[config.mk]
export PLATFORM = sky130hd
export DESIGN_NAME = adc_pulse_generator_flat
export DESIGN_NICKNAME = d
export VERILOG_FILES = /design/src/rtl/adc_pulse_generator_if.sv /design/src/rtl/adc_pulse_generator.sv /design/src/flat_wrapper.sv
export SDC_FILE = /design/constraint.sdc
export NUM_CORES = 1
export LEC_CHECK = 0
export CORE_MARGIN = 8
export CORE_UTILIZATION = 45
export CTS_CLUSTER_SIZE = 25
export DETAILED_ROUTE_END_ITERATION = 10
export PLACE_DENSITY = 0.72
export SETUP_SLACK_MARGIN = 0.3
export SYNTH_ARGS = -nofsm -noshare
export SYNTH_HDL_FRONTEND = slang
export SYNTH_SLANG_ARGS = --single-unit
[constraint.sdc]
create_clock -name clk -period 18.01 [get_ports clk]
set_clock_uncertainty 0.2 [all_clocks]
set_input_delay 2.7015 -clock clk [delete_from_list [all_inputs] [get_ports clk]]
set_output_delay 2.7015 -clock clk [all_outputs]
set_load 0.03 [all_outputs]
[src/rtl/adc_pulse_generator_if.sv]
// rtl/adc_pulse_generator_if.sv - sample-strobe, pulse-request and sample-output bundle for the pulse generator
interface adc_pulse_generator_if #(
    parameter int SIZE_ADC_DATA = 12
);
    logic                     ce;
    logic                     start;
    logic [SIZE_ADC_DATA-1:0] amplitude;
    logic [SIZE_ADC_DATA-1:0] output_data;
    logic                     busy;
    logic                     done;

    modport master (
        output ce, start, amplitude,
        input  output_data, busy, done
    );

    modport slave (
        input  ce, start, amplitude,
        output output_data, busy, done
    );
endinterface

[src/rtl/adc_pulse_generator.sv]
// rtl/adc_pulse_generator.sv - step-plus-exponential-decay pulse synthesizer on a constant baseline
module adc_pulse_generator #(
    parameter int SIZE_ADC_DATA = 12,
    parameter int FRAC_BITS     = 8,
    parameter int TAU_SHIFT     = 5,
    parameter int BASELINE      = 100,
    parameter int MAX_LEN       = 1024
) (
    input  logic                  clk,
    input  logic                  reset,
    adc_pulse_generator_if.slave  bus
);
    localparam int ACC_W = SIZE_ADC_DATA + FRAC_BITS;
    localparam int CNT_W = $clog2(MAX_LEN + 1);
    localparam int OUT_W = SIZE_ADC_DATA + 1;

    typedef enum logic {IDLE, DECAY} state_t;

    state_t                   state, next_state;
    logic [ACC_W-1:0]         acc, acc_next, dec, acc_sub, amp_ext;
    logic [ACC_W:0]           acc_sum;
    logic [CNT_W-1:0]         cnt, cnt_next;
    logic                     pend;
    logic [SIZE_ADC_DATA-1:0] pend_amp;
    logic                     eff_pend;
    logic [SIZE_ADC_DATA-1:0] eff_amp;
    logic                     terminate;
    logic [OUT_W-1:0]         out_sum;
    logic [SIZE_ADC_DATA-1:0] out_next;
    logic [SIZE_ADC_DATA-1:0] out_q;
    logic                     busy_q, done_q;

    // A start arriving on the ce cycle itself is consumed immediately, bypassing pend.
    assign eff_pend = pend | bus.start;
    assign eff_amp  = bus.start ? bus.amplitude : pend_amp;
    assign amp_ext  = {eff_amp, {FRAC_BITS{1'b0}}};

    // Minimum step of 1 guarantees the decay reaches zero; subtraction floors at 0.
    assign dec     = ((acc >> TAU_SHIFT) == '0) ? ACC_W'(1) : (acc >> TAU_SHIFT);
    assign acc_sub = (acc > dec) ? (acc - dec) : '0;
    assign acc_sum = {1'b0, acc_sub} + {1'b0, amp_ext};

    always_ff @(posedge clk) begin
        if (reset) begin
            state    <= IDLE;
            acc      <= '0;
            cnt      <= '0;
            pend     <= 1'b0;
            pend_amp <= '0;
            out_q    <= SIZE_ADC_DATA'(BASELINE);
            busy_q   <= 1'b0;
            done_q   <= 1'b0;
        end else begin
            done_q <= terminate;
            if (bus.ce) begin
                state  <= next_state;
                acc    <= acc_next;
                cnt    <= cnt_next;
                out_q  <= out_next;
                busy_q <= (next_state == DECAY);
                pend   <= 1'b0;
            end else if (bus.start) begin
                pend     <= 1'b1;
                pend_amp <= bus.amplitude;
            end
        end
    end

    always_comb begin
        next_state = state;
        acc_next   = acc;
        cnt_next   = cnt;
        terminate  = 1'b0;
        if (bus.ce) begin
            case (state)
                IDLE: begin
                    if (eff_pend) begin
                        acc_next   = amp_ext;
                        cnt_next   = '0;
                        next_state = DECAY;
                    end
                end
                DECAY: begin
                    if (eff_pend) begin
                        acc_next = acc_sum[ACC_W] ? {ACC_W{1'b1}} : acc_sum[ACC_W-1:0];
                        cnt_next = '0;
                    end else begin
                        cnt_next = cnt + CNT_W'(1);
                        if ((acc_sub >> FRAC_BITS) == '0 || cnt_next == CNT_W'(MAX_LEN)) begin
                            acc_next   = '0;
                            next_state = IDLE;
                            terminate  = 1'b1;
                        end else begin
                            acc_next = acc_sub;
                        end
                    end
                end
                default: next_state = IDLE;
            endcase
        end
    end

    always_comb begin
        out_sum  = OUT_W'(BASELINE) + {1'b0, acc_next[ACC_W-1:FRAC_BITS]};
        out_next = out_sum[OUT_W-1] ? {SIZE_ADC_DATA{1'b1}} : out_sum[SIZE_ADC_DATA-1:0];
    end

    assign bus.output_data = out_q;
    assign bus.busy        = busy_q;
    assign bus.done        = done_q;
endmodule

[src/flat_wrapper.sv]
// flat-port wrapper written by rule: the top's interface ports become plain ports
module adc_pulse_generator_flat 
#(
    parameter int SIZE_ADC_DATA = 12,
    parameter int FRAC_BITS     = 8,
    parameter int TAU_SHIFT     = 5,
    parameter int BASELINE      = 100,
    parameter int MAX_LEN       = 1024
)
  (clk, reset, bus_ce, bus_start, bus_amplitude, bus_output_data, bus_busy, bus_done);
  adc_pulse_generator_if #(.SIZE_ADC_DATA(SIZE_ADC_DATA)) bus_i ();
  input  logic clk;
  input  logic reset;
  input wire logic [$bits(bus_i.ce)-1:0] bus_ce;
  input wire logic [$bits(bus_i.start)-1:0] bus_start;
  input wire logic [$bits(bus_i.amplitude)-1:0] bus_amplitude;
  output wire logic [$bits(bus_i.output_data)-1:0] bus_output_data;
  output wire logic [$bits(bus_i.busy)-1:0] bus_busy;
  output wire logic [$bits(bus_i.done)-1:0] bus_done;
  assign bus_i.ce = bus_ce;
  assign bus_i.start = bus_start;
  assign bus_i.amplitude = bus_amplitude;
  assign bus_output_data = bus_i.output_data;
  assign bus_busy = bus_i.busy;
  assign bus_done = bus_i.done;
  adc_pulse_generator #(.SIZE_ADC_DATA(SIZE_ADC_DATA), .FRAC_BITS(FRAC_BITS), .TAU_SHIFT(TAU_SHIFT), .BASELINE(BASELINE), .MAX_LEN(MAX_LEN)) u_core (.clk(clk), .reset(reset), .bus(bus_i));
endmodule
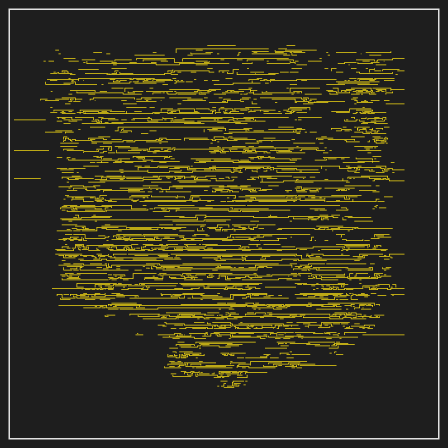
*Metal 1, run 1*
- longest straight run: 42.3 um
- nets with wire on the layer: 686
- wire length on this layer: 6890 um
via count: 5045
Routed WL: 15.4 mm

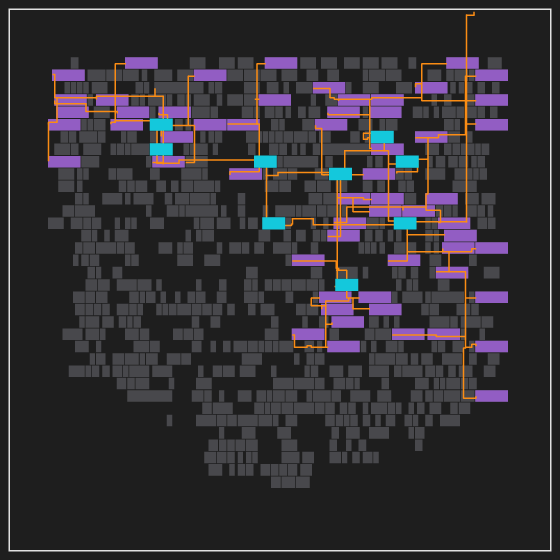
*Clock network drawn from the DEF, run 1*
- cyan: cells driving clock nets (count 9)
- orange: clock wires (length 820 um)
- purple: flip-flops (count 58)
- routed clock nets: 10
power in the clock group: 0.139 mW
clock share of power: 14.5%

==> impl_metrics.toml, run 1 <==
# yosys + openroad results
[finish]
antenna_cells = 0
n_all_inverters = 26
layout_top_cell = "nor2_1"
stdcell_count = 805

[pwr]
power_density_nw_per_um2 = 179
pwr-share-comb_pct = 69.3
p_leak_nw = 2.12

[global_route]
top_usage_layer = "met2"

[clock_tree]
cts_tree = "done"
clkSinkCount = 58
cts_root_buf = "clkbuf_8"

[synth]
ys_sh_aoi_pct = 29.5
floorplan.nets = 697
yosys-top-cells-count = "84 x nor2_1, 65 x nand2_1, 58 x dfxtp_1, 57 x a21oi_1, 41 x o21ai_0"

[final_timing]
setup-tns-final_ns = 0
fin_crit_ns = 7.62
layout_setup_ws_ns = 10.39

[critical_path]
cp.required_ns = 17.98
path_max_fanout = 14

[floorplanning]
die_h_um = 119
tapCellCount = 136

[routing]
wl_met1_mm = 6.89

[outcome]
status = "finished clean"
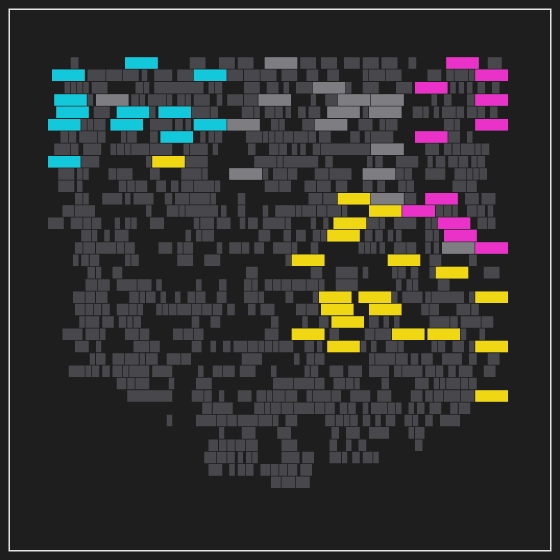
*Sequential cells colored by netlist name, run 1*
Other sequential cells in the stronger gray, the rest of the logic in the fainter gray.
- cyan: u_core.pend_amp (sequential cells 12; where top left)
- yellow: u_core.acc (sequential cells 20)
- magenta: u_core.cnt (sequential cells 11; where top right)
- not colored: 15

==> run 1 -> run 2 <==
==> constraint.sdc (replaced) <==
create_clock -name clk -period 7.7 [get_ports clk]
set_clock_uncertainty 0.2 [all_clocks]
set_input_delay 1.155 -clock clk [delete_from_list [all_inputs] [get_ports clk]]
set_output_delay 1.155 -clock clk [all_outputs]
set_load 0.03 [all_outputs]
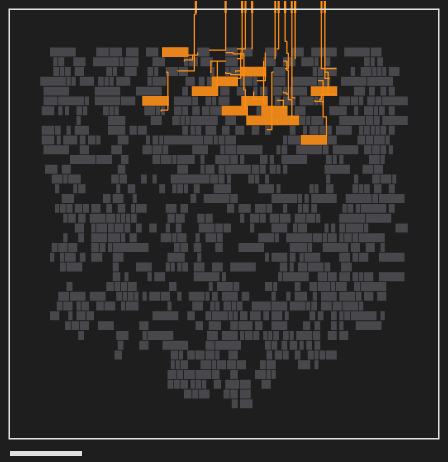
*Nets reached from selected ports, run 2*
Bar = 20 um.
- orange: bus_output_data (direction output; end cells 12; buffers 12; wire 373 um)

==> impl_metrics.toml, run 2 <==
# yosys + openroad results
[outcome]
status = "finished clean"

[pwr]
power_density_nw_per_um2 = 420
power_leader = "combinational cells"
pwr-share-comb_pct = 69.8
clockPowerShare_pct = 14.2
p_leak_nw = 2.13
p_total_mw = 2.26
pg_clk_mw = 0.321

[clock_tree]
cts_tree = "done"
clkSinkCount = 58
cts_root_buf = "clkbuf_8"
numCtsBuffers = 9

[synth]
edf_count = 0
floorplan.nets = 697
ys_sh_aoi_pct = 29.5
yosys-top-cells-count = "84 x nor2_1, 65 x nand2_1, 58 x dfxtp_1, 57 x a21oi_1, 41 x o21ai_0"
netlist_area_um2 = 4790

[critical_path]
cp.required_ns = 7.69
crit_slowest_cell = "a211oi_1"

[finish]
antenna_cells = 0
layout_top_cell = "nor2_1"
n_all_inverters = 26
stdcell_count = 806

[floorplanning]
rows = 37
tapCellCount = 136

[global_route]
top_usage_layer = "met2"

[final_timing]
fin_crit_ns = 6.68
setup-tns-final_ns = 0
layout_setup_ws_ns = 1.02

[routing]
wl_per_cell_um = 19.8
wirelength_mm = 15.9
wl_met1_mm = 6.77
vias = 5114

[placement]
portBuffers = 29
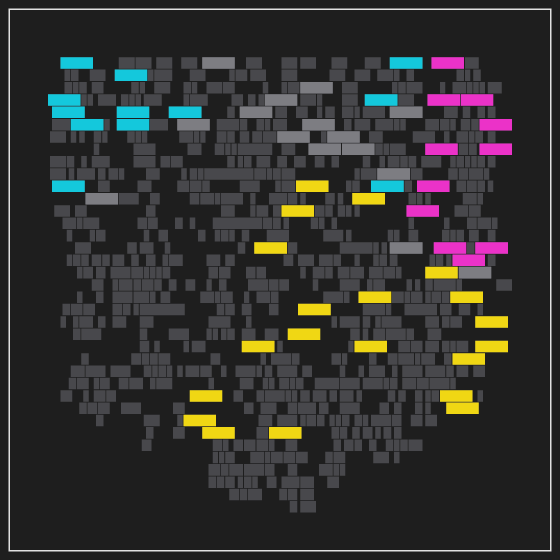
*Sequential cells colored by netlist name, run 2*
Other sequential cells in the stronger gray, the rest of the logic in the fainter gray.
- magenta: u_core.cnt (sequential cells 11; where top right)
- cyan: u_core.pend_amp (sequential cells 12)
- yellow: u_core.acc (sequential cells 20)

Power and IR drop assume default switching activity.
